$ cat src/rtl/simple_uart_pkg.sv
// Constants shared by the UART receiver and its receive FIFO.
package simple_uart_pkg;
  localparam int DEFAULT_WORD_WIDTH = 8;
  localparam int DEFAULT_FIFO_DEPTH = 16;

  // Pointer width: index bits plus one wrap bit.
  function automatic int fifo_ptr_width(input int depth);
    return $clog2(depth) + 1;
  endfunction
endpackage

$ cat src/rtl/simple_fifo_if.sv
// FIFO push/pop bundle; master is the user side, slave is the FIFO.
interface simple_fifo_if
  import simple_uart_pkg::*;
#(
  parameter int WORD_WIDTH = DEFAULT_WORD_WIDTH,
  parameter int DEPTH      = DEFAULT_FIFO_DEPTH
);
  logic [WORD_WIDTH-1:0]              din;
  logic                               we;
  logic                               full;
  logic [WORD_WIDTH-1:0]              dout;
  logic                               re;
  logic                               empty;
  logic [fifo_ptr_width(DEPTH)-1:0]   count;
  logic                               overflow;
  logic                               underflow;

  modport master (
    output din, we, re,
    input  full, dout, empty, count, overflow, underflow
  );

  modport slave (
    input  din, we, re,
    output full, dout, empty, count, overflow, underflow
  );
endinterface

$ cat src/rtl/simple_fifo_mem.sv
// DEPTH x WORD_WIDTH storage: synchronous write, asynchronous read, no reset.
module simple_fifo_mem
  import simple_uart_pkg::*;
#(
  parameter int WORD_WIDTH = DEFAULT_WORD_WIDTH,
  parameter int DEPTH      = DEFAULT_FIFO_DEPTH,
  localparam int AW        = $clog2(DEPTH)
) (
  input  logic                  clk,
  input  logic                  wr_en,
  input  logic [AW-1:0]         wr_addr,
  input  logic [WORD_WIDTH-1:0] wr_dat,
  input  logic [AW-1:0]         rd_addr,
  output logic [WORD_WIDTH-1:0] rd_dat
);
  logic [WORD_WIDTH-1:0] mem_q [DEPTH];

  always_ff @(posedge clk) begin
    if (wr_en) begin
      mem_q[wr_addr] <= wr_dat;
    end
  end

  assign rd_dat = mem_q[rd_addr];
endmodule

$ cat src/rtl/simple_fifo.sv
// First-word fall-through FIFO: a write at edge N is visible on dout after N; full refuses writes, empty ignores pops.
// Sticky overflow/underflow flags exist only when SIMPLE_FIFO_ERROR_FLAGS_EN is defined, otherwise tied to 0.
module simple_fifo
  import simple_uart_pkg::*;
#(
  parameter int WORD_WIDTH = DEFAULT_WORD_WIDTH,
  parameter int DEPTH      = DEFAULT_FIFO_DEPTH
) (
  input  logic       clk,
  input  logic       rst,
  simple_fifo_if.slave bus
);
  localparam int AW = $clog2(DEPTH);
  localparam int PW = AW + 1;

  logic [PW-1:0] wptr_q, wptr_d;
  logic [PW-1:0] rptr_q, rptr_d;
  logic          empty, full;
  logic          wr_acc, rd_acc;

  assign empty  = (wptr_q == rptr_q);
  assign full   = (wptr_q[AW-1:0] == rptr_q[AW-1:0]) && (wptr_q[AW] != rptr_q[AW]);
  assign wr_acc = bus.we && !full;
  assign rd_acc = bus.re && !empty;

  always_comb begin
    wptr_d = wptr_q;
    rptr_d = rptr_q;
    if (wr_acc) wptr_d = wptr_q + PW'(1);
    if (rd_acc) rptr_d = rptr_q + PW'(1);
  end

  always_ff @(posedge clk) begin
    if (!rst) begin
      wptr_q <= '0;
      rptr_q <= '0;
    end else begin
      wptr_q <= wptr_d;
      rptr_q <= rptr_d;
    end
  end

  // Writes are suppressed in the reset cycle so stale data cannot be exposed later.
  simple_fifo_mem #(
    .WORD_WIDTH (WORD_WIDTH),
    .DEPTH      (DEPTH)
  ) u_mem (
    .clk     (clk),
    .wr_en   (wr_acc && rst),
    .wr_addr (wptr_q[AW-1:0]),
    .wr_dat  (bus.din),
    .rd_addr (rptr_q[AW-1:0]),
    .rd_dat  (bus.dout)
  );

  assign bus.full  = full;
  assign bus.empty = empty;
  assign bus.count = wptr_q - rptr_q;

`ifdef SIMPLE_FIFO_ERROR_FLAGS_EN
  logic overflow_q, overflow_d;
  logic underflow_q, underflow_d;

  always_comb begin
    overflow_d  = overflow_q  || (bus.we && full);
    underflow_d = underflow_q || (bus.re && empty);
  end

  always_ff @(posedge clk) begin
    if (!rst) begin
      overflow_q  <= 1'b0;
      underflow_q <= 1'b0;
    end else begin
      overflow_q  <= overflow_d;
      underflow_q <= underflow_d;
    end
  end

  assign bus.overflow  = overflow_q;
  assign bus.underflow = underflow_q;
`else
  assign bus.overflow  = 1'b0;
  assign bus.underflow = 1'b0;
`endif
endmodule

$ cat src/flat_wrapper.sv
// flat-port wrapper written by rule: the top's interface ports become plain ports
module simple_fifo_flat import simple_uart_pkg::*;
#(
  parameter int WORD_WIDTH = DEFAULT_WORD_WIDTH,
  parameter int DEPTH      = DEFAULT_FIFO_DEPTH
)
  (clk, rst, bus_din, bus_we, bus_re, bus_full, bus_dout, bus_empty, bus_count, bus_overflow, bus_underflow);
  simple_fifo_if #(.WORD_WIDTH(WORD_WIDTH), .DEPTH(DEPTH)) bus_i ();
  input  logic clk;
  input  logic rst;
  input wire logic [$bits(bus_i.din)-1:0] bus_din;
  input wire logic [$bits(bus_i.we)-1:0] bus_we;
  input wire logic [$bits(bus_i.re)-1:0] bus_re;
  output wire logic [$bits(bus_i.full)-1:0] bus_full;
  output wire logic [$bits(bus_i.dout)-1:0] bus_dout;
  output wire logic [$bits(bus_i.empty)-1:0] bus_empty;
  output wire logic [$bits(bus_i.count)-1:0] bus_count;
  output wire logic [$bits(bus_i.overflow)-1:0] bus_overflow;
  output wire logic [$bits(bus_i.underflow)-1:0] bus_underflow;
  assign bus_i.din = bus_din;
  assign bus_i.we = bus_we;
  assign bus_i.re = bus_re;
  assign bus_full = bus_i.full;
  assign bus_dout = bus_i.dout;
  assign bus_empty = bus_i.empty;
  assign bus_count = bus_i.count;
  assign bus_overflow = bus_i.overflow;
  assign bus_underflow = bus_i.underflow;
  simple_fifo #(.WORD_WIDTH(WORD_WIDTH), .DEPTH(DEPTH)) u_core (.clk(clk), .rst(rst), .bus(bus_i));
endmodule
$ cat config.mk
export PLATFORM = sky130hd
export DESIGN_NAME = simple_fifo_flat
export DESIGN_NICKNAME = d
export VERILOG_FILES = /design/src/rtl/simple_uart_pkg.sv /design/src/rtl/simple_fifo_if.sv /design/src/rtl/simple_fifo_mem.sv /design/src/rtl/simple_fifo.sv /design/src/flat_wrapper.sv
export SDC_FILE = /design/constraint.sdc
export NUM_CORES = 1
export LEC_CHECK = 0
export ABC_CLOCK_PERIOD_IN_PS = 3120
export CAP_MARGIN = 40
export CORE_MARGIN = 4
export CORE_UTILIZATION = 40
export CTS_CLUSTER_SIZE = 25
export DETAILED_ROUTE_END_ITERATION = 10
export PLACE_DENSITY = 0.67
export SLEW_MARGIN = 0
export SYNTH_ARGS = -nofsm -noshare
export SYNTH_HDL_FRONTEND = slang
export SYNTH_SLANG_ARGS = --single-unit
$ cat constraint.sdc
create_clock -name clk -period 3.12 [get_ports clk]
set_input_delay 0.624 -clock clk [delete_from_list [all_inputs] [get_ports clk]]
set_output_delay 0.624 -clock clk [all_outputs]
set_load 0.02 [all_outputs]
### Clock wires, drivers and flops, run 1

(3 px per um)
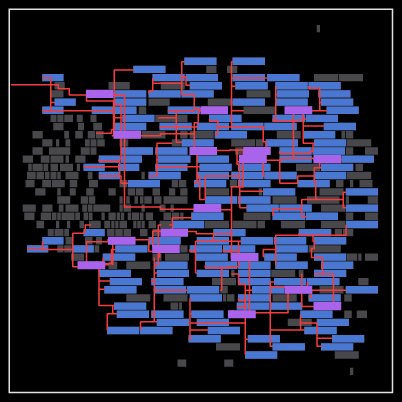
Purple stands for clock drivers, count 17. Blue stands for flip-flops, count 142. Red stands for clock wires, length 1520 um.
There are 18 routed clock nets.
part of the power in the clock network: 0.431
Clock Power: 0.00213 W
worst setup skew after layout: 0.00505 ns
clock insertion delay at the later pin of the skew report: 0.41 ns

### Placement density heat map, run 1

(3 px per um) The die is cut into 13 by 13 equal tiles; dark blue is low, red is high, 0 to 100% covered.
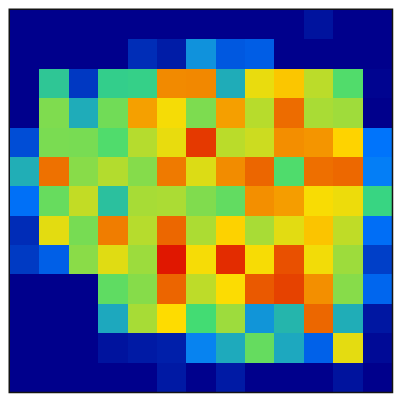
25% of the tiles are nearly empty. The mean over all tiles is 42%. The emptiest ninth of the die: south-west. The fullest tile reaches 97%. 18% of the tiles are over 75% full.
fraction of the core area covered by cells at the end of the flow: 0.502
placeable core region: 0.0139 sq mm
floorplan-stage core utilization: 0.410

==> results.cfg, run 1 <==
; physical design summary
[run_status]
status = finished clean

[place]
pre_cts_slack_ns = 0.331
detailed_place.area_sq_mm = 0.00630
globalplace.congestion = 0.823

[yosys]
synthesis.area_per_instance_sq_um = 18.6
synth.cellmix.adderShare = 0.0233
synthFlopType = edfxtp_1
post_synth_mux_area_share = 0.128
synth-area-yosys_sq_mm = 0.00569
postSynthRegisterBits = 142
yosysUniqueCellTypes = 35
synth_top_cell_by_area = edfxtp_1
syn_area_sq_mm = 0.00569
synth_async_sr_flop_share = 0
netlist.area_leader.share = 0.676
synth-edff-count = 128
ys_top_cells_by_area = edfxtp_1 68%, mux4_2 13%, dfxtp_1 4.9%
post_synthesis_sequential_area_ratio = 0.725
syn_inst = 305

[power]
power-top-group = clock
power_density_relative_to_cell_area_mw_per_mm2 = 710
powerSeq_w = 0.00212
p_int_w = 0.00381
power_switching_w = 0.00113
p_comb_w = 0.000690
seq_power_share = 0.429
power.share.combinational = 0.140

[die]
row_count = 43
chip_area_sq_mm = 0.0162
number_of_tap_instances = 180

[critical_path]
critical_path.startpoint_type = flip-flop
timing.reg2reg.worst_path_depth = 8
critical_path.endpoint_type = primary output
crit-reg2reg-capture = u_core.u_mem.mem_q[0][7]
critPathBufInv = 2
worst_path_dominant_cell_family = buffers and inverters
r2r_setup_slack_ns = 0.83
worst_ep_arrival_time_ns = 2.39
critPathRequiredTime_ns = 2.50
worst_setup_path_class = reg -> out
critPathSlowestCell = clkdlybuf4s50_1

[final_timing]
rsz0062_at_grt = false
hold_slack_ns = 0.550
finalCriticalPeriod_ns = 3.02
timing_max_transition_violations_final = 0
fin_crit_sh = 0.967
finalSetupViolCount = 0
report.final.hold_viol_count = 0

[route]
wl_met2_um = 5590
wl_per_cell_um = 20.0
num_vias = 2897
routed_via_density = 5.22
met3_length_um = 766
detailed_route_iter0_violations = 231

[global_routing]
grt_ovf = 0
globalRouteTotalUtil = 0.145
number_of_antenna_violations_at_the_first_check_in_global_routing = 0
number_of_global_route_vias_before_repair = 3147

[final_layout]
stdcell_count = 555
num-clock-buffers = 17
comb_gate_area_sq_mm = 0.00146
final_design_area_no_fill_sq_mm = 0.00697
layout_top_registers = u_core.u_mem.mem_q: 128 flops, u_core.rptr_q: 5 flops, u_core.wptr_q: 5 flops
design.final.nets = 384
seqCellArea_sq_mm = 0.00413
seq_cell_count = 142
n_multi_input_combinational_cell = 143
largest_register_ffs = 128
area.growth.synth_to_final_pct = 22.5
layout_top_cells = 128 x edfxtp_1, 32 x mux4_2, 21 x buf_4
sh_comb_area = 0.210
diodes = 0
layout_top_cell_excl_fill_tap = edfxtp_1
fraction_of_layout_instances_using_a_drive_strength_above_1 = 0.240
area_share_clock_buf_inv = 0.0910
number_of_non_clock_buffers_in_the_layout = 50

[job]
max_cap_viol_count = 0
warnings = 29

[hold_path]
min_path_type = reg -> reg
hold_end = u_core.rptr_q[3]
hold-path-cell-count = 2

[cts]
post_cts_resize_count = 3
cts.path.max_buffers = 2
numClockSinks = 142
cts_hold_repair.buffers = 0
cts.repair_timing.setup_buffer_count = 0
cts.reportedPaths.clkPinSlew_ns = 0.06
### Wires at chosen ports, followed through buffers, run 1

(2 px per um)
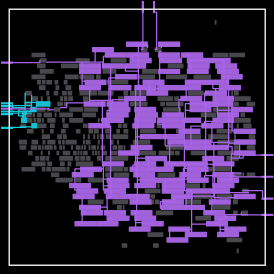
Purple stands for `bus_din`, bits 8, direction input, edge 4 east, 2 west, 2 north, end cells 128, buffers 8, wire 1470 um. Cyan stands for `bus_count`, bits 5, direction output, edge west, end cells 5, buffers 5, wire 106 um.
count of pins on the block boundary: 29
# port buffers: 26

### Track usage over the die, run 1

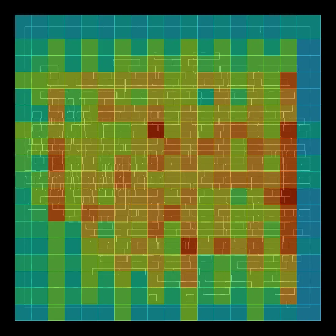
Most Used Layer, Global Route: met2
met3 GRT Util: 0.0460
GR met1 Demand/Resource: 0.190
met2 capacity usage during global routing: 0.232

## run 1: worst max-delay path by stage
stage,from,end,slack (ns)
after CTS,flip-flop,bus_dout[1],0.003
after global placement,u_core.wptr_q[0],bus_count[4],0.37
after floorplan,u_core.wptr_q[0],u_core.u_mem.mem_q[1][0],0.72
final,flip-flop,bus_dout[5],0.10
after detailed placement,u_core.wptr_q[0],bus_count[4],0.33
after global routing,u_core.wptr_q[0],bus_full,0.01
## run 1: cells in the mapped netlist (all sizes together), types with 2 or more instances
library cell and number:
o211ai 4, nand2b 2, or3 4, nand2 10, nor2b 3, a22oi 16
o21ai 6, xnor2 7, a21boi 4, and2 6, nand3b 2, a21o 2
xor2 2, nand3 7, edfxtp 128, a21oi 2, dfxtp 14, nor2 18
clkbuf 2, buf 11, mux4 32, ha 9, inv 8
## Run 2: what changed since run 1
CORE_UTILIZATION = 41   (was 40)
PLACE_DENSITY = 0.68   (was 0.67)
TNS_END_PERCENT = 20   (was default)
### Clock wires, drivers and flops, run 2

(3 px per um)
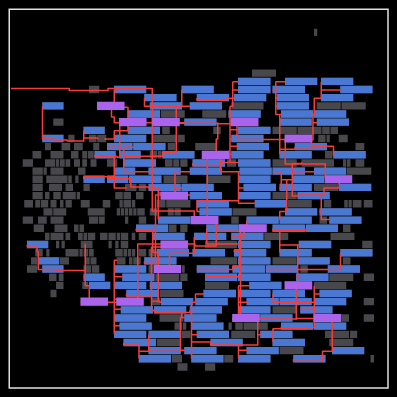
Blue stands for flip-flops, count 142. Red stands for clock wires, length 1550 um. Purple stands for clock drivers, count 17.
There are 18 routed clock nets.
Clock Power: 0.00214 W
worst setup skew after layout: 0.00606 ns
part of the power in the clock network: 0.433

### Placement density heat map, run 2

(3 px per um) The die is cut into 13 by 13 equal tiles; dark blue is low, red is high, 0 to 100% covered.
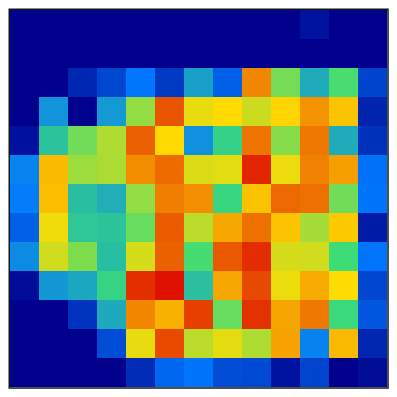
23% of the tiles are nearly empty. The mean over all tiles is 43%. 26% of the tiles are over 75% full. The densest ninth of the die: center.
placeable core region: 0.0134 sq mm
floorplan-stage core utilization: 0.424

==> run 2 against run 1 <==
Global-route usage decreased by 0.066 points. Combinational power decreased by 2%. Critical endpoint is now bus_dout[7]. Core utilization grew 1.6 points. Total power barely moved. Non-clock buffer count grew 1. Maximum frequency increased by 1.3%. Highest routed layer unchanged. Clock-buffer cell count unchanged.
==> results.cfg, run 2 <==
; physical design summary
[final_layout]
fraction_of_layout_instances_using_a_drive_strength_above_1 = 0.243
seqCellArea_sq_mm = 0.00413
area.growth.synth_to_final_pct = 22.0
num-clock-buffers = 17
diodes = 0
layout_top_cell_excl_fill_tap = edfxtp_1
comb_gate_area_sq_mm = 0.00146
utilization = 0.518
largest_register_ffs = 128
design.final.nets = 385
area_share_clock_buf_inv = 0.0911
dominant-cell-class = registers
layout_top_cells = 128 x edfxtp_1, 32 x mux4_2, 23 x buf_4
sh_comb_area = 0.211
number_of_non_clock_buffers_in_the_layout = 51

[final_timing]
timing_max_transition_violations_final = 0
rsz0062_at_grt = false
finalSetupViolCount = 0
fin_crit_sh = 0.955
finalCriticalPeriod_ns = 2.98
report.final.hold_viol_count = 0
tightestPinTransition_ns = 0.624

[cts]
cts.repair_timing.setup_buffer_count = 0
cts.reportedPaths.clkPinSlew_ns = 0.06
post_cts_resize_count = 8
cts_made_buffers = 17
clock_insertion_delay_at_the_later_pin_of_the_skew_report_ns = 0.41
cts_hold_repair.buffers = 0
numClockSinks = 142
cts_tree = built
cts.path.max_buffers = 2

[critical_path]
worst_ep_arrival_time_ns = 2.35
worstSetupEndpoint = bus_dout[7]
critPathSlowestCell = clkdlybuf4s50_1
critPathBufInv = 2
worst_path_dominant_cell_family = buffers and inverters
critical_path.endpoint_type = primary output
crit-reg2reg-capture = u_core.u_mem.mem_q[0][4]
critical_path.startpoint_type = flip-flop
timing.reg2reg.worst_path_depth = 8
r2r_setup_slack_ns = 0.84
critPathRequiredTime_ns = 2.50
worst_setup_path_class = reg -> out

[yosys]
synth_async_sr_flop_share = 0
synthFlopType = edfxtp_1
most_numerous_cell_in_the_yosys_netlist = edfxtp_1
synth_top_cell_by_area = edfxtp_1
synthesis.area_per_instance_sq_um = 18.6
postSynthRegisterBits = 142
syn_inst = 305
syn_area_sq_mm = 0.00569
synth-edff-count = 128
netlist.area_leader.share = 0.676
ys_top_cells_by_area = edfxtp_1 68%, mux4_2 13%, dfxtp_1 4.9%
post_synthesis_sequential_area_ratio = 0.725
yosysUniqueCellTypes = 35
synth-area-yosys_sq_mm = 0.00569

[global_routing]
grt_ovf = 0
grtUsageMet1 = 0.192
globalRouteTotalUtil = 0.144
busiest_layer = met2
number_of_antenna_violations_at_the_first_check_in_global_routing = 0
groute.layer.met2.usage = 0.225
number_of_global_route_vias_before_repair = 2997

[job]
warnings = 29
max_cap_viol_count = 0

[run_status]
status = finished clean

[power]
power_density_relative_to_cell_area_mw_per_mm2 = 712
p_int_w = 0.00380
power-top-group = clock
p_comb_w = 0.000673
seq_power_share = 0.431
power.share.combinational = 0.136
power_switching_w = 0.00114
powerSeq_w = 0.00213

[hold_path]
hold_end = u_core.rptr_q[3]
hold-path-cell-count = 2

[place]
globalplace.congestion = 0.793
portBuffers = 26

[route]
met3_length_um = 649
detailed_route_iter0_violations = 239
wl_per_cell_um = 20.0
wl_met2_um = 5390
routed_via_density = 5.26

[die]
number_of_tap_instances = 176
io-pin-count = 29
row_count = 42
chip_area_sq_mm = 0.0158
### Signal wires on met3, run 2

(4 px per um) Cells faint in the background.
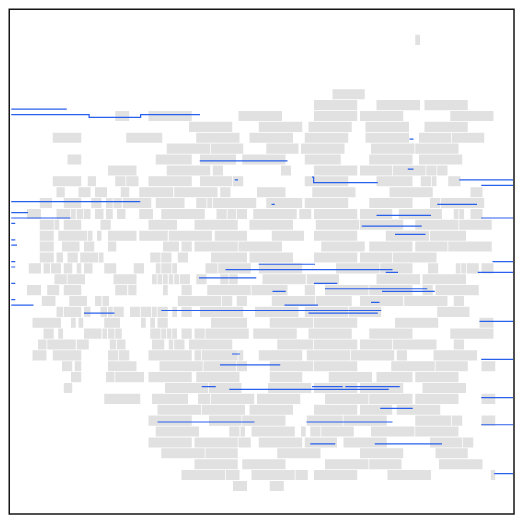
The layer carries 649 um of wire. The longest straight run is 54.7 um. 44 nets have wire on it.
via count: 2897
met3 GRT Util: 0.0491
post-detailed-routing wire length: 11000 um

-- run 2: metrics by stage --
step	setup slack [ns]	power [W]	hold slack, ns	cell area [sq um]	std cells
floorplan	0.717	0.00261	0.478	5690	306
global placement	0.386	0.00284	0.515	6290	519
detailed placement	0.323	0.00284	0.535	6290	519
CTS	0.0172	0.00497	0.548	6910	550
global route	0.0138	0.00513	0.601	6940	551
finish	0.141	0.00494	0.545	6940	551
-- run 2: cell families (layout without fill, tap and decap cells) --
family                     after synthesis  count (layout)  share of synthesized area
DFF                                    142             142                      0.725
xor gates and xnor gates                 9               9                     0.0152
adders and majority gates               10              10                     0.0233
other                                    1               2                   0.000659
AOI/OAI and AO/OA                       35              35                     0.0427
muxes                                   33              33                      0.128
buffers and inverters                   21              90                     0.0187
and+or+nand+nor                         54              54                     0.0460
## Run 3: what changed since run 2
ABC_CLOCK_PERIOD_IN_PS = 2800   (was 3120)
RECOVER_POWER = 100   (was default)
clock period = 2.8 ns   (was 3.12 ns; I/O delays follow)
### Clock wires, drivers and flops, run 3

(3 px per um)
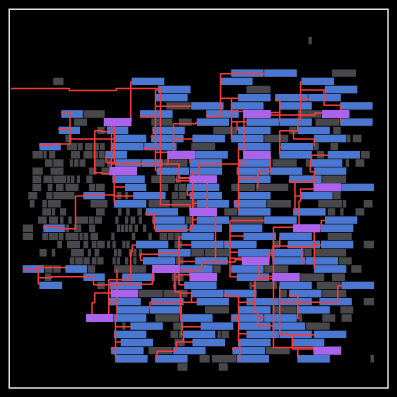
Blue stands for flip-flops, count 142. Red stands for clock wires, length 1540 um. Purple stands for clock drivers, count 17.
There are 18 routed clock nets.
part of the power in the clock network: 0.420
worst setup skew after layout: 0.00680 ns
Clock Power: 0.00227 W

### Signal wires on met3, run 3

(4 px per um) Cells faint in the background.
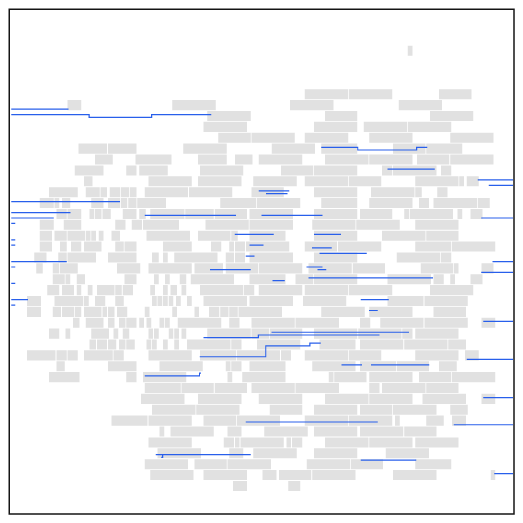
The longest straight run is 34.0 um. The layer holds 5.6% of the routed length.
via count: 2919
met3 GRT Util: 0.0495
post-detailed-routing wire length: 11000 um

==> run 3 against run 2 <==
Clock power rose by 6%. Largest power group is now sequential cells. Critical endpoint is now bus_dout[1]. Global-route usage is 0.44 points higher. Total power increased by 9.6%. First-iteration DRC count increased by 26%. Clock skew is 0.00073 ns higher. Flip-flop count unchanged. Core utilization decreased by 0.10 points. Sequential share of layout area increased by 0.14 points. Highest routed layer unchanged. Setup slack got worse by 0.068 ns. Final area is 0.20% lower. Cell count up 1.1%.
==> results.cfg, run 3 <==
; physical design summary
[run_status]
status = finished clean

[final_layout]
area_share_clock_buf_inv = 0.0869
sh_comb_area = 0.216
fraction_of_layout_instances_using_a_drive_strength_above_1 = 0.229
num-clock-buffers = 18
largest_register_ffs = 128
comb_gate_area_sq_mm = 0.00150
layout_top_cell_excl_fill_tap = edfxtp_1
layout_top_registers = u_core.u_mem.mem_q: 128 flops, u_core.rptr_q: 5 flops, u_core.wptr_q: 5 flops
seq_cell_count = 142
number_of_non_clock_buffers_in_the_layout = 56
n_multi_input_combinational_cell = 143
design.final.nets = 390
layout_top_cells = 128 x edfxtp_1, 32 x mux4_2, 18 x nor2_1
area.growth.synth_to_final_pct = 21.8

[power]
p_int_w = 0.00421
power_density_relative_to_cell_area_mw_per_mm2 = 782
power.share.combinational = 0.143
p_comb_w = 0.000777
power-top-group = sequential cells
power_switching_w = 0.00121
seq_power_share = 0.436

[global_routing]
busiest_layer = met2
grt_ovf = 0
number_of_global_route_vias_before_repair = 3111
grtUsageMet1 = 0.190
number_of_antenna_violations_at_the_first_check_in_global_routing = 1
globalRouteTotalUtil = 0.149

[die]
number_of_tap_instances = 176
chip_area_sq_mm = 0.0158
row_count = 42
io-pin-count = 29

[critical_path]
critPathBufInv = 2
worst_setup_path_class = reg -> out
critPathSlowestCell = mux4_2
r2r_setup_slack_ns = 0.23
critPathRequiredTime_ns = 2.24
worst_ep_arrival_time_ns = 2.17
critical_path.endpoint_type = primary output
worst_path_dominant_cell_family = multiplexers
worstSetupEndpoint = bus_dout[1]
crit-reg2reg-capture = u_core.u_mem.mem_q[0][5]
timing.reg2reg.worst_path_depth = 8
critical_path.startpoint_type = flip-flop

[final_timing]
report.final.hold_viol_count = 0
hold_slack_ns = 0.531
rsz0062_at_grt = true
fin_crit_sh = 0.974
timing_max_transition_violations_final = 0
tightestPinTransition_ns = 0.643

[yosys]
yosysUniqueCellTypes = 35
synth.cellmix.xorXnorShare = 0.0152
yosys.area_share.aoi = 0.0427
netlist_top_cells_count = 128 x edfxtp_1, 32 x mux4_2, 18 x nor2_1, 16 x a22oi_1, 14 x dfxtp_1
post_synth_mux_area_share = 0.128
synthSimpleGateAreaFrac = 0.0460
synth-area-yosys_sq_mm = 0.00569
most_numerous_cell_in_the_yosys_netlist = edfxtp_1
syn_inst = 305
netlist.area_leader.share = 0.676
postSynthRegisterBits = 142
synth-edff-count = 128
synth.cellmix.adderShare = 0.0233
synth_async_sr_flop_share = 0

[route]
wl_met2_um = 5580
met3_length_um = 616

[place]
globalplace.congestion = 0.813
detailed_place.area_sq_mm = 0.00631

[hold_path]
hold_end = u_core.wptr_q[1]
min_path_type = reg -> reg

[cts]
clock_insertion_delay_at_the_later_pin_of_the_skew_report_ns = 0.41
cts_made_buffers = 17
numClockSinks = 142

[job]
max_cap_viol_count = 0
### Track usage over the die, run 3

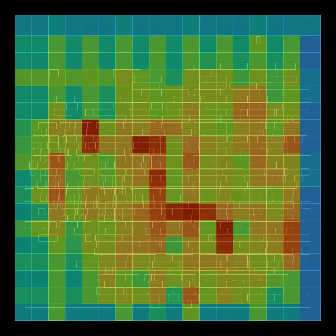
average wire per standard cell: 19.8 um
fraction of the core area covered by cells at the end of the flow: 0.517
met2 capacity usage during global routing: 0.239

-- run 3: through the flow --
step | std cells | util | power (W) | TNS, ns | worst slack [ns]
final | 557 | 0.517 | 0.00541 | 0 | 0.0729
after global routing | 557 | 0.517 | 0.00563 | -0.0495 | -0.0260
after CTS | 556 | 0.520 | 0.00547 | -0.0505 | -0.0505
after detailed placement | 519 | 0.471 | 0.00319 | 0 | 0.121
after global placement | 519 | 0.471 | 0.00318 | 0 | 0.172
after floorplan | 306 | - | 0.00291 | 0 | 0.397
-- run 3: what timing repair did --
| item | 4_1_cts | 5_1_grt |
|---|---|---|
| hold buffers | 0 | 0 |
| hold endpoints to repair | 0 | 0 |
| gates resized | 20 | 6 |
| setup buffers | 6 | 0 |
| endpoints found under the setup margin | 13 | 8 |
| pin swaps | 1 | 1 |
No activity file was given, so power comes from the tool's default toggle rates.
